**config.mk**
```make
export PLATFORM = sky130hd
export DESIGN_NAME = fetch_stage
export DESIGN_NICKNAME = d
export VERILOG_FILES = /design/src/rtl/fetch_pkg.sv /design/src/rtl/fetch_buffer.sv /design/src/rtl/fetch_stage.sv
export SDC_FILE = /design/constraint.sdc
export NUM_CORES = 1
export LEC_CHECK = 0
export CAP_MARGIN = 20
export CORE_MARGIN = 8
export CORE_UTILIZATION = 45
export CTS_BUF_LIST = sky130_fd_sc_hd__clkbuf_8
export DETAILED_ROUTE_END_ITERATION = 7
export MAX_ROUTING_LAYER = met4
export PLACE_DENSITY = 0.89
export SETUP_SLACK_MARGIN = 0.05
export SYNTH_ARGS = -nofsm -noshare
export SYNTH_HDL_FRONTEND = slang
export SYNTH_SLANG_ARGS = --single-unit
export TNS_END_PERCENT = 5
```
**constraint.sdc**
```tcl
create_clock -name clk -period 1.95 [get_ports clk]
set_clock_uncertainty 0.15 [all_clocks]
set_input_delay 0.39 -clock clk [delete_from_list [all_inputs] [get_ports clk]]
set_output_delay 0.39 -clock clk [all_outputs]
set_load 0.03 [all_outputs]
```
**src/rtl/fetch_pkg.sv**
```systemverilog
// Shared types and encodings for the IF stage: FSM states, PC/IR2 select codes, bubble instruction.
package fetch_pkg;

  typedef enum logic [1:0] {StIdle, StWait, StKill} fetch_state_e;

  localparam logic [1:0] PC_JUMP   = 2'd0;
  localparam logic [1:0] PC_SEQ    = 2'd1;
  localparam logic [1:0] PC_HOLD   = 2'd2;
  localparam logic [1:0] PC_BRANCH = 2'd3;

  localparam logic [1:0] IR2_LOAD = 2'd0;
  localparam logic [1:0] IR2_NOP  = 2'd1;
  localparam logic [1:0] IR2_HOLD = 2'd2;

  localparam logic [31:0] NOP_INST = 32'h0000_0013;

endpackage

```
**src/rtl/fetch_buffer.sv**
```systemverilog
// One-entry fetch buffer holding a returned instruction and the PC it was fetched from.
module fetch_buffer (
  input  logic        clk,
  input  logic        reset,
  input  logic        write,
  input  logic [31:0] write_inst,
  input  logic [31:0] write_pc,
  input  logic        consume,
  input  logic        flush,
  output logic        valid,
  output logic [31:0] inst,
  output logic [31:0] pc
);

  logic        valid_q;
  logic [31:0] inst_q;
  logic [31:0] pc_q;

  // Flush wins over a same-cycle write so a squashed response never lands.
  always_ff @(posedge clk or negedge reset) begin
    if (!reset) begin
      valid_q <= 1'b0;
      inst_q  <= '0;
      pc_q    <= '0;
    end else if (flush) begin
      valid_q <= 1'b0;
    end else if (write) begin
      valid_q <= 1'b1;
      inst_q  <= write_inst;
      pc_q    <= write_pc;
    end else if (consume) begin
      valid_q <= 1'b0;
    end
  end

  assign valid = valid_q;
  assign inst  = inst_q;
  assign pc    = pc_q;

endmodule

```
**src/rtl/fetch_stage.sv**
```systemverilog
// IF stage with IF/ID register: PC, single-outstanding imem handshake, fetch buffer, IR2/PC2.
module fetch_stage #(
  parameter logic [31:0] RESET_PC = 32'h0000_0000,
  parameter logic [31:0] NOP_INST = fetch_pkg::NOP_INST
) (
  input  logic        clk,
  input  logic        reset,
  input  logic [1:0]  select_pc,
  input  logic        select_pc2,
  input  logic [1:0]  select_ir2,
  input  logic [31:0] jump_address,
  input  logic [31:0] branch_address,
  output logic        imem_req,
  output logic [31:0] imem_addr,
  input  logic        imem_ready,
  input  logic        imem_rvalid,
  input  logic [31:0] imem_rdata,
  output logic [31:0] pc_output,
  output logic [31:0] ir2_output,
  output logic [31:0] pc2_output,
  output logic        fetch_stall
);
  import fetch_pkg::*;

  fetch_state_e state_q;
  logic [31:0]  pc_q;
  logic [31:0]  tag_q;
  logic [31:0]  ir2_q;
  logic [31:0]  pc2_q;

  logic        buf_valid;
  logic [31:0] buf_inst;
  logic [31:0] buf_pc;

  logic        redirect;
  logic [31:0] target;
  logic        consume;
  logic        accept;
  logic        buf_write;

  assign redirect = (select_pc == PC_JUMP) || (select_pc == PC_BRANCH);
  assign target   = (select_pc == PC_JUMP) ? jump_address : branch_address;
  assign consume  = (select_ir2 == IR2_LOAD) && buf_valid;

  // Reset gates the combinational outputs so they drop as soon as reset asserts.
  assign imem_req = reset && (state_q == StIdle) && (select_pc == PC_SEQ) &&
                    (!buf_valid || consume);
  assign accept      = imem_req && imem_ready;
  assign buf_write   = (state_q == StWait) && imem_rvalid && !redirect;
  assign fetch_stall = reset && (select_ir2 == IR2_LOAD) && !buf_valid;

  always_ff @(posedge clk or negedge reset) begin
    if (!reset) begin
      state_q <= StIdle;
      pc_q    <= RESET_PC;
      tag_q   <= '0;
    end else begin
      if (redirect) begin
        pc_q <= target;
      end else if (accept) begin
        pc_q <= pc_q + 32'd4;
      end
      if (accept) begin
        tag_q <= pc_q;
      end
      case (state_q)
        StIdle: if (accept) state_q <= StWait;
        // A response arriving with the redirect is complete, so no KILL is needed.
        StWait: begin
          if (imem_rvalid)   state_q <= StIdle;
          else if (redirect) state_q <= StKill;
        end
        StKill: if (imem_rvalid) state_q <= StIdle;
        default: state_q <= StIdle;
      endcase
    end
  end

  always_ff @(posedge clk or negedge reset) begin
    if (!reset) begin
      ir2_q <= NOP_INST;
      pc2_q <= '0;
    end else begin
      case (select_ir2)
        IR2_LOAD: begin
          if (buf_valid) begin
            ir2_q <= buf_inst;
            if (select_pc2 == 1'b0) pc2_q <= buf_pc;
          end else begin
            ir2_q <= NOP_INST;
          end
        end
        IR2_NOP: ir2_q <= NOP_INST;
        default: ;
      endcase
    end
  end

  fetch_buffer u_fetch_buffer (
    .clk        (clk),
    .reset      (reset),
    .write      (buf_write),
    .write_inst (imem_rdata),
    .write_pc   (tag_q),
    .consume    (consume),
    .flush      (redirect),
    .valid      (buf_valid),
    .inst       (buf_inst),
    .pc         (buf_pc)
  );

  assign imem_addr  = pc_q;
  assign pc_output  = pc_q;
  assign ir2_output = ir2_q;
  assign pc2_output = pc2_q;

endmodule
```
### Placement by cell class, run 1

Fill, decap, tap and diode cells in grey.
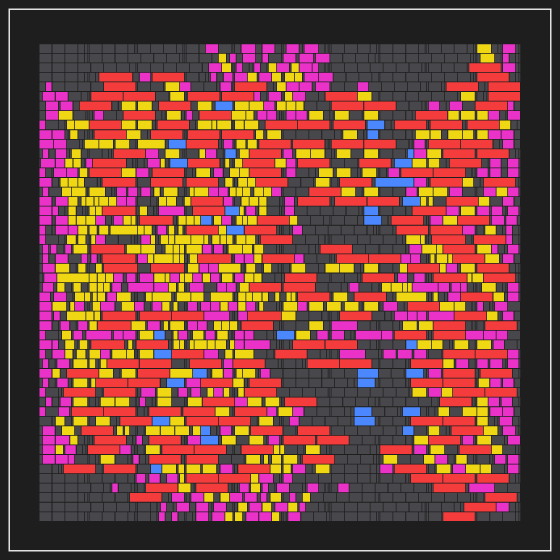
| class | colour | cells |
|---|---|---|
| clock drivers and dummy loads | blue | 32 |
| all other logic | yellow | 410 |
| other buffers and delay cells | magenta | 341 |
| flip-flops | red | 195 |
Rows: 50
Layout Cell Area excl Fill: 12000 um^2
fraction of area in registers: 0.408

### Track usage over the die, run 1

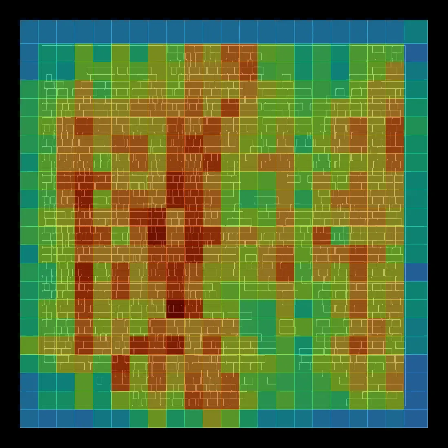
met1 global-route usage: 0.262
post-route core utilization: 0.645
met2 Use GR: 0.345
met3 demand-to-capacity share in global routing: 0.0611
post-detailed-route wirelength per cell: 20.4 um

### Signal wires on met1, run 1

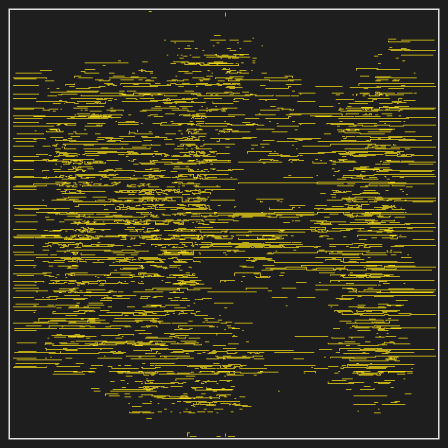
share of all routed wire: 43%
longest straight run: 50.6 um
wire length on this layer: 10600 um
via count: 6749
total wire length after detailed routing: 24700 um

[run 1: metal layers]
layer | up-vias | GRT usage | wire length (um)
met5 | - | - | 0
met4 | 0 | 0.0499 | 306
met3 | 39 | 0.0611 | 1740
met2 | 299 | 0.345 | 12100
met1 | 3381 | 0.262 | 10600
li1 | 3030 | - | -
[run 1: cell type report]
cell class | count | area [um^2]
multi-input cells | 398 | 3380
inverters | 12 | 47.5
well taps | 234 | 293
clock inverters | 15 | 170
flip-flops and latches | 195 | 4900
clock buffers | 17 | 234
repair buffers | 341 | 3000
fillers | 1405 | 6630
[run 1: path summary, 6_finish.rpt]
path	cells past startpoint	from	slack [ps]	end
min reg2reg	2	ir2_output[0]	330	ir2_output[0]
max in group asynchronous	3	reset	770	imem_addr[13]
max reg2reg	4	imem_addr[16]	-200	imem_addr[30]
min in group clk	2	ir2_output[0]	330	ir2_output[0]
max	5	state_q[1]	-220	imem_req
min	3	reset	0.3	u_fetch_buffer.inst[20]
[run 1: worst min-delay path: stages]
cell                       delay [ps]
sky130_fd_sc_hd__clkbuf_8         130
sky130_fd_sc_hd__buf_4            120
sky130_fd_sc_hd__buf_12           520
[run 1: where the power goes]
group          internal [W]  switching, W
clock               0.00108       0.00155
combinational       0.00139       0.00157
sequential          0.00487      0.000491
total               0.00734       0.00362
[run 1: registers in the layout, summed over array words and instances (netlist names)]
register and flops:
imem_addr 32, u_fetch_buffer.pc 32, state_q 2, ir2_output 32, u_fetch_buffer.valid 1, pc2_output 32, u_fetch_buffer.inst 32, tag_q 32
[run 1: cells in the final DEF (no fill, tap or decap), types with 8 or more instances in the layout]
cell type	Yosys	layout
sky130_fd_sc_hd__buf_2	2	43
sky130_fd_sc_hd__or4_1	14	10
sky130_fd_sc_hd__nand3_1	12	8
sky130_fd_sc_hd__clkbuf_2	0	8
sky130_fd_sc_hd__nand2_1	26	24
sky130_fd_sc_hd__buf_12	0	11
sky130_fd_sc_hd__nand4_1	9	9
sky130_fd_sc_hd__inv_1	12	11
sky130_fd_sc_hd__a31oi_1	20	19
sky130_fd_sc_hd__o21ai_0	20	20
sky130_fd_sc_hd__a22o_1	29	29
sky130_fd_sc_hd__buf_4	32	89
sky130_fd_sc_hd__dfrtp_1	192	178
sky130_fd_sc_hd__dfrtp_2	0	14
sky130_fd_sc_hd__nor2b_1	31	30
sky130_fd_sc_hd__nor2_1	10	8
sky130_fd_sc_hd__clkdlybuf4s15_2	0	13
sky130_fd_sc_hd__mux2_2	124	124
sky130_fd_sc_hd__o31ai_1	12	11
sky130_fd_sc_hd__clkdlybuf4s50_1	0	100
sky130_fd_sc_hd__a211oi_1	29	27
sky130_fd_sc_hd__dlygate4sd2_1	0	63
sky130_fd_sc_hd__clkbuf_8	0	18
sky130_fd_sc_hd__a21oi_1	9	8
[run 1: repair_timing]
action	4_1_cts	5_1_grt
gates resized	300	75
endpoints found under the hold margin	23	0
setup endpoints to repair	181	143
gates cloned	0	1
pin swaps	16	19
buffers inserted	3	2
hold buffers	1	0
[run 1: stage by stage]
step / setup WS (ps) / TNS [ps]
after floorplan: -157 / -4220
after global placement: -724 / -66310
after detailed placement: -797 / -74780
after CTS: -203 / -1600
after global routing: -307 / -3730
final: -219 / -2180
==> run summary, run 1 <==
Figures from the flow reports.

Yosys:
- Ranked by instance count, the synthesized netlist is headed by sky130_fd_sc_hd__dfrtp_1, sky130_fd_sc_hd__mux2_2, sky130_fd_sc_hd__clkbuf_1.
- The run gives the synthesized chip area reported by yosys as between 8000 and 9000 um^2.
- Per the synthesis report, the simple-gate share of the synthesized area is 0.0945.
- The run gives the flip-flop and latch count after synthesis as 195.
- The run puts the fraction of the yosys area taken by sequential cells at 0.572.
- The run gives the share of async-settable or async-resettable flops after synthesis as 1.00.
- The synthesized design spends more area on one cell type than any other, namely sky130_fd_sc_hd__dfrtp_1.
- The run gives the post-synthesis instance area as approximately 8500 um^2.
- The area fraction of the largest cell type after synthesis is 0.562.
- The run puts the number of warnings printed during yosys synthesis at 0.
- The main area contributors are sky130_fd_sc_hd__dfrtp_1, sky130_fd_sc_hd__mux2_2, sky130_fd_sc_hd__a22o_1.
- The run gives the number of cells in Yosys stat as 678.
- Per the synthesis report, the XOR/XNOR share of the synthesized area is 0.00513.
- The run gives the compound-cell area share of the yosys netlist as 0.104.
- The number of nets in the synthesized netlist is a little under 800.
- By instance count, the leading cell after synthesis is sky130_fd_sc_hd__dfrtp_1.
- Yosys shows that the main logic family after synthesis is multiplexers.
- The run gives the post-synthesis area per instance as 12.6 um^2.
- For this run, the leading register cell type out of synthesis is sky130_fd_sc_hd__dfrtp_1.
- The run gives the number of distinct library cell variants in the gate-level netlist after synthesis as around 41.

Clock network:
- After clock tree synthesis, the clock-pin slew on the worst setup and hold paths is 110 ps.
- The run gives the TritonCTS clock tree as yes.
- The run gives the buffer levels on the longest clock path as 2.
- The run puts the clock network latency to the later pin of the worst-skew pair at ~470 ps.
- The run gives the number of CTS-inserted buffers as 17.
- The run gives the count of H-tree levels built during CTS as 4.
- The run puts the clock sink count at roughly 200.

Timing:
- The run gives the max-slew violation count as 0.
- The routed design could run at a clock period as short as ~2200 ps.
- The run puts the number of endpoints with negative hold slack in the final report at 0.
- The run gives the transition time at the pin with the least slew margin as approximately 1000 ps.
- Setup repair after global routing could not meet its margin everywhere.
- The run puts the highest clock rate at between 400 and 500 MHz.
- The max-slew check reports its worst relative slack as 0.335.
- The run puts the final worst-path setup slack at -219 ps.
- The final timing report counts setup violations totalling 25.
- The run puts the worst hold slack after final layout at 0.334 ps.
- The run gives the final worst-path cycle share as 1.11.

Global routing:
- The run gives the initial antenna violation count as 0.
- The run gives the residual overflow from global routing as 0.
- Entering global routing, the biggest net connects 173 pins.
- The run gives the global-route wire length before repair as roughly 39000 um.
- The number of global-route vias before repair came to ~7000.
- Overall routing resource usage recorded by global route was 0.213.

Power:
- The run puts the total chip power at 0.0110 W.
- The run gives the worst IR drop on VDD as about 0.43 mV.
- For this design the ratio of total power to cell area is between 900 and 1000 nW/um^2.

Flow run:
- Warnings raised by the tools during the run amount to 32.
- The run puts the max-capacitance violation count at 0.

Drt:
- According to the report, the first pass of detailed routing completed in 5 iterations.
- The run puts the post-detailed-route via-to-cell ratio at about 5.6.
- Once iteration 0 of detailed routing completed, the report listed about 330 DRC markers.
- The routed layout reports a DRC error count of 0.
- In this run the remaining antenna-violating nets after routing total 0.

Floorplanning:
- The run puts the height of the die at between 150 and 200 um.
- The floorplan step defined a die boundary enclosing ~24000 um^2.
- The run gives the core area as ~19000 um^2.
- The run gives the floorplan die width as between 150 and 200 um.
- The run gives the floorplan utilization as 0.458.
- The floorplan report gives the top-level pin count as between 200 and 250.

Critical path:
- Data on the critical path is required at its endpoint by around 1400 ps.
- The run gives the classification of the worst setup path as flip-flop to primary output.
- The run gives the nature of the critical path startpoint as a flip-flop.
- Along the worst path, the maximum fanout reaches 3.
- Broken down by cell family, the worst path's largest delay share belongs to buffers and inverters.
- The critical path's slowest stage uses the library cell sky130_fd_sc_hd__dfrtp_1.
- The run gives the most frequent cell on the critical path as sky130_fd_sc_hd__buf_4.
- The report lists the cells along the critical path as nand4bb_1 -> buf_4 -> nor2_2 -> buf_4 -> buf_12.
- STA classifies the critical path endpoint as a primary output.
- For this run, the slowest stage of the critical path takes around 410 ps.
- The run puts the number of buffers and inverters on the critical path at 3.

Finish:
- The run gives the share of final-layout standard cells stronger than drive strength 1 as 0.384.
- The run gives the net count reported at finish as roughly 1100.
- The run puts the area growth from synthesis to layout at 40.7%.
- The run gives the antenna diode count as 0.

Hold path:
- Note that the worst hold path type here is input pin to async pin.

Outcome:
- The flow ran to the end, but the final reports show violations.
- The checks that failed: negative setup slack.

Placement:
- The run puts the final estimated routing congestion in global placement at approximately 0.90.
- The buffer_ports step reported a buffer count of between 200 and 250.
- The run puts the total instance count after detailed placement at ~1200.
- The run gives the half-perimeter wire length after placement as 18500 um.
### Nets reached from selected ports, run 1

Scale bar: 50 um.
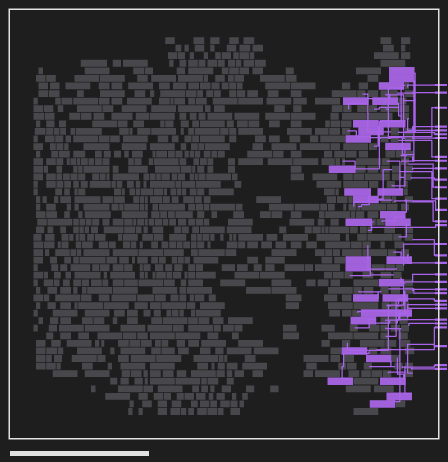

==> inputs of run 2 (changes only) <==
--- a/config.mk
+++ b/config.mk
@@ -12,6 +12,7 @@
 export DETAILED_ROUTE_END_ITERATION = 7
 export MAX_ROUTING_LAYER = met4
 export PLACE_DENSITY = 0.89
+export REMOVE_ABC_BUFFERS = 1
 export SETUP_SLACK_MARGIN = 0.05
 export SYNTH_ARGS = -nofsm -noshare
 export SYNTH_HDL_FRONTEND = slang
### Nets reached from selected ports, run 2

Scale bar: 50 um.
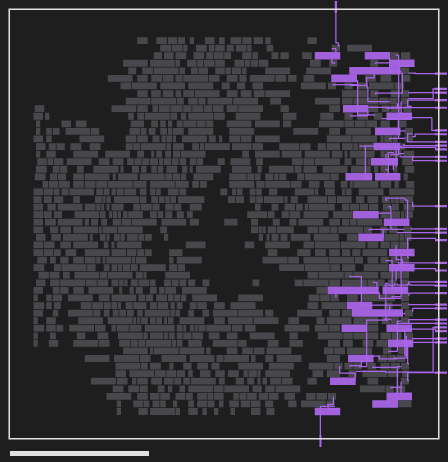
| port | colour | bits | direction | edge | end cells | wire |
|---|---|---|---|---|---|---|
| `ir2_output` | purple | 32 | output | 30 east, 1 north, 1 south | 32 | 1050 um |
I/O pin count: 235
input/output buffers: 234

==> run 2 against run 1 <==
Net effect:
- the run still ends with negative setup slack left
- sequential power down 0.7%
- combinational power increased by 2%
- final area rose by 0.97%
- total power barely moved
- largest cell class unchanged
==> run summary, run 2 <==
Figures from the flow reports.

Finish:
- Among logic cells in the layout, the one with the most instances is sky130_fd_sc_hd__dfrtp_1.
- The run puts the final instance area at ~12000 um^2.
- The run gives the share of final-layout standard cells stronger than drive strength 1 as 0.367.
- The run puts the area growth from synthesis to layout at 42.1%.

Critical path:
- Along the worst path, the maximum fanout reaches 5.
- The critical path is of the flip-flop to flip-flop type.
- The data required time reported for the critical path is ~2200 ps.

Global routing:
- Recorded from the global router log, the overflow total was 0.
- The run puts the maximum number of pins on one net before global-route repair at 127.
- The run gives the global-route usage over all layers as 0.211.
- The initial antenna violation count is 0.

Drt:
- The run puts the overall routed net length at between 20000 and 25000 um.
- The run gives the iteration count of the initial detailed-routing pass as 5.
- The run puts the number of DRC markers in iteration 0 at between 400 and 500.
- The run puts the post-detailed-route wirelength per cell at approximately 20 um.

Yosys:
- The run puts the flip-flop and latch count after synthesis at slightly below 200.
- Per the synthesis report, the AND-OR/OR-AND share of the synthesized area is 0.104.
- The run gives the number of warnings printed during yosys synthesis as 0.
- Post-synth the commonest register cell is sky130_fd_sc_hd__dfrtp_1.
- After synthesis, the chip area reported by Yosys is between 8000 and 9000 um^2.
- Sorting the synthesis cell report by count puts at the top sky130_fd_sc_hd__dfrtp_1.
- The run puts the fraction of the yosys area taken by sequential cells at 0.572.

Outcome:
- The checks that failed: negative setup slack.
- The run finished, with violations left.

Clock network:
- The run gives the count of H-tree levels built during CTS as 4.
- Clock-pin slew was measured on the worst setup and hold paths at around 100 ps.
- In this run, CTS created clock tree buffers numbering 17.
- The tree built by TritonCTS fans out to 195 sinks.
- In this run the deepest clock path goes through 2 buffers.

Timing:
- The run puts the final period demand of the worst path at 2160 ps.
- The run gives the final worst-path setup slack as -208 ps.
- The run gives the max-slew violation count as 0.
- The run puts the final worst-path cycle share at 1.11.
- Per the timing report, the achievable frequency comes out to 463 MHz.
- The run puts the normalized max-slew margin at 0.436.
- The last timing report of the flow puts the setup violation total at 29.

Power:
- The run gives the worst IR drop on VDD as approximately 0.48 mV.

Floorplanning:
- The run gives the total number of placement rows as roughly 50.

Placement:
- The run gives the half-perimeter wire length after placement as between 15000 and 20000 um.
### Routed clock nets over the placement, run 2

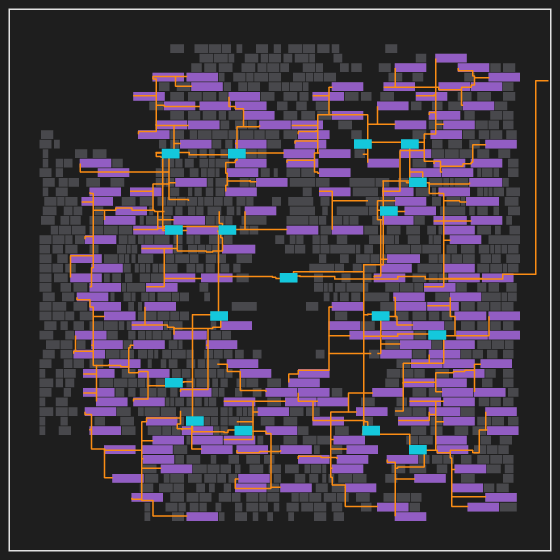
[clock wires] orange | length: 2160 um
[cells driving clock nets] cyan | count: 17
[flip-flops] purple | count: 195
routed clock nets: 18
clock network power: 0.00261 W
portion of total power attributed to the clock network: 0.239
clock insertion delay at the later pin of the skew report: 470 ps

run 2: layout make-up:
type                            instances  area [um^2]  share of cell area
Clock inverter                         13          140              0.0115
Timing Repair Buffer                  343         3150               0.259
Sequential cell                       195         4890               0.403
Clock buffer                           19          262              0.0216
Multi-Input combinational cell        398         3360               0.277
Tap cell                              234          293              0.0241
Inverter                               12         45.0             0.00371
run 2: through the flow:
stage / worst slack, ps / hold slack, ps / power, W / cells / TNS (ps)
2_1_floorplan: -2670 / -55.6 / 0.00688 / 605 / -257230
3_3_place_gp: -841 / 172 / 0.00837 / 1170 / -69620
3_5_place_dp: -1010 / 179 / 0.00853 / 1170 / -79910
6_report: -208 / 60.1 / 0.0110 / 1214 / -2960
4_1_cts: -204 / 51.3 / 0.0111 / 1207 / -3100
5_1_grt: -270 / 91.9 / 0.0115 / 1214 / -5140
run 2: worst paths after layout:
kind                          startpoint                       to  slack [ps]
max                        imem_addr[13]            imem_addr[27]        -210
min                                reset  u_fetch_buffer.inst[13]          60
max reg2reg                imem_addr[13]            imem_addr[27]        -210
min reg2reg                ir2_output[4]            ir2_output[4]         320
max in group asynchronous          reset            imem_addr[27]         880
min in group clk           ir2_output[4]            ir2_output[4]         320
run 2: worst max-delay path, cell delays in order (launching register included):
cell and delay, ps:
sky130_fd_sc_hd__dfrtp_1 390, sky130_fd_sc_hd__nand4_2 140, sky130_fd_sc_hd__or4_4 550, sky130_fd_sc_hd__buf_4 180, sky130_fd_sc_hd__or4_1 510, sky130_fd_sc_hd__a31oi_1 170
run 2: kinds of logic (layout without fill, tap and decap cells):
group / Yosys count / count (layout)
buffers and inverters: 85 / 387
adder cells (fa/ha/maj): 3 / 3
AND-OR/OR-AND: 125 / 125
flip-flops: 195 / 195
AND/OR/NAND/NOR: 137 / 137
XOR/XNOR: 5 / 5
multiplexers: 128 / 128
run 2: where the power goes:
group          total, W  internal (W)  leakage, nW  switching [W]
clock network   0.00261       0.00112        0.199        0.00149
registers       0.00532       0.00486         2.49       0.000460
logic           0.00302       0.00144         3.06        0.00157
run 2: per-layer routing:
layer	vias to the layer above	global-route usage	share of wire
met5	-	-	0
met4	0	0.0593	0.013
met1	3342	0.258	0.43
li1	3035	-	-
met2	266	0.345	0.49
met3	33	0.0510	0.065
run 2: repair_timing:
action                                  4_1_cts  5_1_grt
endpoints found under the hold margin         2        0
hold buffers                                  1        0
buffers inserted                              4        7
pin swaps                                    24       14
resized                                     259       71
endpoints found under the setup margin      189      119
==> inputs of run 3 (changes only) <==
--- a/config.mk
+++ b/config.mk
@@ -9,6 +9,7 @@
 export CORE_MARGIN = 8
 export CORE_UTILIZATION = 45
 export CTS_BUF_LIST = sky130_fd_sc_hd__clkbuf_8
+export CTS_CLUSTER_SIZE = 20
 export DETAILED_ROUTE_END_ITERATION = 7
 export MAX_ROUTING_LAYER = met4
 export PLACE_DENSITY = 0.89
### Signal wires on met1, run 3

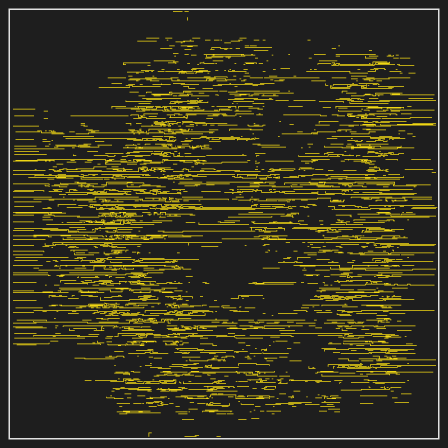
met1 global-route usage: 0.258
total wire length after detailed routing: 24300 um
via count: 6676

### Track usage over the die, run 3

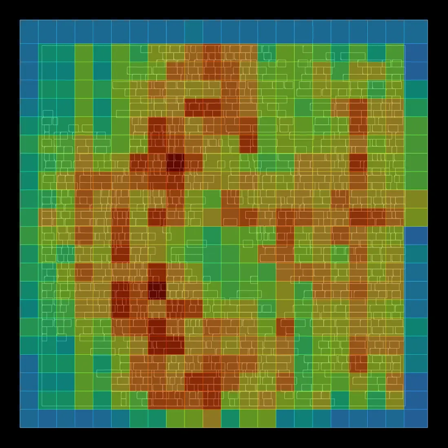
most used routing layer: met2
met3 demand-to-capacity share in global routing: 0.0510
post-route core utilization: 0.651
post-detailed-route wirelength per cell: 20.0 um

==> run 3 against run 2 <==
Net effect:
- the flow still finishes with violations (negative setup slack)
- maximum frequency stayed put
- synthesized area stayed put
- setup slack stayed put
- cell count stayed put
==> run summary, run 3 <==
Figures from the flow reports.

Drt:
- The run gives the DRC violations left as 0.
- The run gives the post-detailed-route via-to-cell ratio as 5.50.
- The run gives the iteration count of the initial detailed-routing pass as 5.
- After the first detailed-routing iteration, the DRC count stood at around 400.
- The count of nets left with antenna violations once routing finished came out at 0.

Timing:
- Setup repair after global routing could not meet its margin everywhere.
- The run gives the worst hold slack after final layout as 60.1 ps.
- The run gives the final period demand of the worst path as 2160 ps.
- The run gives the final count of negative-setup-slack endpoints as 29.
- The run gives the final worst-path setup slack as -208 ps.
- The run gives the max-slew violation count as 0.
- The run gives the highest clock rate as approximately 460 MHz.
- The run puts the sum of negative setup slack at -2960 ps.
- The slew check shows that the tightest pin keeps a relative margin of 0.436.
- The final timing summary puts the cycle share of the worst path at 1.11.
- The run gives the number of endpoints with negative hold slack in the final report as 0.
- The pin closest to its max-slew limit shows a slew of around 850 ps.

Outcome:
- The flow ran to the end, but the final reports show violations.
- The checks that failed: negative setup slack.

Clock network:
- The run gives the count of H-tree levels built during CTS as 4.
- The run gives the clock sink count as ~200.
- The run gives the buffer levels on the longest clock path as 2.
- In the CTS report, the clock slew at the register clock pins of the worst setup and hold paths is listed as approximately 100 ps.
- As reported, the later end of the worst-skew pair has a clock insertion delay of 470 ps.
- TritonCTS built the clock tree.
- The run gives the number of CTS-inserted buffers as 17.

Global routing:
- The initial antenna violation count came to 0.
- Entering global routing, the biggest net connects roughly 130 pins.
- The run puts the residual overflow from global routing at 0.
- The run puts the global-route wire length before repair at between 30000 and 40000 um.
- The run gives the global-route usage over all layers as 0.211.
- The run puts the number of global-route vias before repair at between 7000 and 8000.
- The run gives the met2 track demand over resource as 0.345.

Yosys:
- The main area contributors are sky130_fd_sc_hd__dfrtp_1, sky130_fd_sc_hd__mux2_2, sky130_fd_sc_hd__a22o_1.
- The run gives the synthesized chip area reported by yosys as roughly 8500 um^2.
- The run gives the number of cells in Yosys stat as between 600 and 700.
- The run puts the fraction of the yosys area taken by sequential cells at 0.572.
- The run gives the number of warnings printed during yosys synthesis as 0.
- The run puts the flip-flop and latch count after synthesis at slightly below 200.
- The synthesized netlist contains slightly above 40 unique library cells.
- After synthesis, the most frequently instantiated cells are sky130_fd_sc_hd__dfrtp_1, sky130_fd_sc_hd__mux2_2, sky130_fd_sc_hd__clkbuf_1.
- The run puts the area share of the largest cell type after synthesis at 0.562.
- Each instance of the synthesized netlist takes up on average 12.6 um^2.
- The run puts the post-synthesis instance area at 8540 um^2.
- The synthesis report names the predominant flop master as sky130_fd_sc_hd__dfrtp_1.
- The run puts the share of async-settable or async-resettable flops after synthesis at 1.00.
- Among all cell types in the netlist, the one instantiated most often is sky130_fd_sc_hd__dfrtp_1.
- Summed over all instances, the cell type with the most area after synthesis is sky130_fd_sc_hd__dfrtp_1.

Critical path:
- For the worst setup path, the data required time is around 2200 ps.
- The run puts the top fanout value on the critical path at 5.
- STA classifies the critical path endpoint as a flip-flop.
- For the worst reg-to-reg path, the startpoint reported by OpenROAD is imem_addr[13].
- The slowest stage of the critical path belongs to the cell sky130_fd_sc_hd__or4_4.
- Listed in order, past its start point the critical path passes nand4_2 -> or4_4 -> buf_4 -> or4_1 -> a31oi_1.
- The most critical setup path has its startpoint at imem_addr[13].
- The run gives the nature of the critical path startpoint as a flip-flop.
- The worst setup path is of the flip-flop to flip-flop kind.
- The run gives the peak per-stage delay on the critical path as around 550 ps.

Power:
- The run puts the worst IR drop on VDD at 0.477 mV.
- The run puts the ratio of total power to cell area at about 900 nW/um^2.
- The run puts the leakage power at approximately 5.8 nW.

Floorplanning:
- The run gives the total die area as 23600 um^2.
- The horizontal die dimension reported for this design is ~150 um.
- The total area inside the core boundary comes to 18600 um^2.
- The run gives the height of the die as 154 um.
- The run gives the total number of placement rows as about 50.
- The run puts the floorplan utilization at 0.458.
- The run gives the number of top-level design ports as between 200 and 250.

Hold path:
- Checking hold timing, the worst path is listed with class input pin to async pin.

Finish:
- Per the cell usage report, the commonest logic cell in the layout is sky130_fd_sc_hd__dfrtp_1.
- The run puts the antenna diode count at 0.
- The run puts the final instance area at around 12000 um^2.
- The filler cells instantiated in the layout total about 1400.
- Relative to the synthesized area, the layout overhead comes to 42.1%.
- The run puts the net count reported at finish at roughly 1100.
- Per the final layout report, the fraction of cells sized above drive strength 1 comes to 0.367.
- The top cell types in the final layout, fill and taps aside, are sky130_fd_sc_hd__dfrtp_1, sky130_fd_sc_hd__mux2_2, sky130_fd_sc_hd__clkdlybuf4s50_1.

Placement:
- The run puts the count of port buffers added during placement at approximately 230.
- The run gives the half-perimeter wire length after placement as 17800 um.
- The run puts the final estimated routing congestion in global placement at 0.877.

Flow run:
- The run puts the warning total across the stage logs at 30.
## run 3: layer usage
metal  up-vias  part of all wire
met3        33             0.065
met2       266              0.49
met4         0             0.013
met1      3342              0.43
li1       3035                 -
met5         -                 0
## run 3: metrics by stage
stage               cells  total power [W]  worst slack, ps
finish               1214           0.0110             -208
global route         1214           0.0115             -270
CTS                  1207           0.0111             -204
detailed placement   1170          0.00853            -1010
global placement     1170          0.00837             -841
floorplan             605          0.00688            -2670
## run 3: cells by family (layout without fill, tap and decap cells)
family,count (synthesis),count (layout),share of synthesized area
flops,195,195,0.572
compound gates,125,125,0.104
mux,128,128,0.168
simple gates,137,137,0.0945
fa+ha+maj,3,3,0.00439
buf+inv,85,387,0.0526
xor+xnor,5,5,0.00513
## run 3: worst max-delay path, delay by kind of cell (launching register included)
family	cells	cell delay, ps
flip-flops	1	390
AND/OR/NAND/NOR	3	1200
buffers and inverters	1	180
AND-OR/OR-AND	1	170
## run 3: area by class of cell
type / instances / area (um^2) / area share
flip-flops and latches: 195 / 4890 / 0.403
multi-input cells: 398 / 3360 / 0.277
repair buffers: 343 / 3150 / 0.259
well taps: 234 / 293 / 0.0241
clock buffers: 19 / 262 / 0.0216
clock inverters: 13 / 140 / 0.0115
inverters: 12 / 45.0 / 0.00371
## run 3: worst paths after layout
path                                           end  slack (ps)  cells past startpoint
setup / recovery                     imem_addr[27]        -210                      5
hold / removal             u_fetch_buffer.inst[13]          60                      3
setup reg to reg                     imem_addr[27]        -210                      5
hold reg to reg                      ir2_output[4]         320                      2
max in group asynchronous            imem_addr[27]         880                      3
min in group clk                     ir2_output[4]         320                      2
## run 3: report_power, final
group / switching, W / internal (W)
Clock: 0.00149 / 0.00112
Sequential: 0.000460 / 0.00486
Combinational: 0.00157 / 0.00144
Total: 0.00352 / 0.00743
## run 3: what timing repair did
item	4_1_cts	5_1_grt
endpoints found under the hold margin	2	0
hold buffers	1	0
setup endpoints to repair	189	119
setup buffers	4	7
gates resized	259	71
pin swaps	24	14
Power figures rest on the tool's default switching activity, not on a simulated workload.
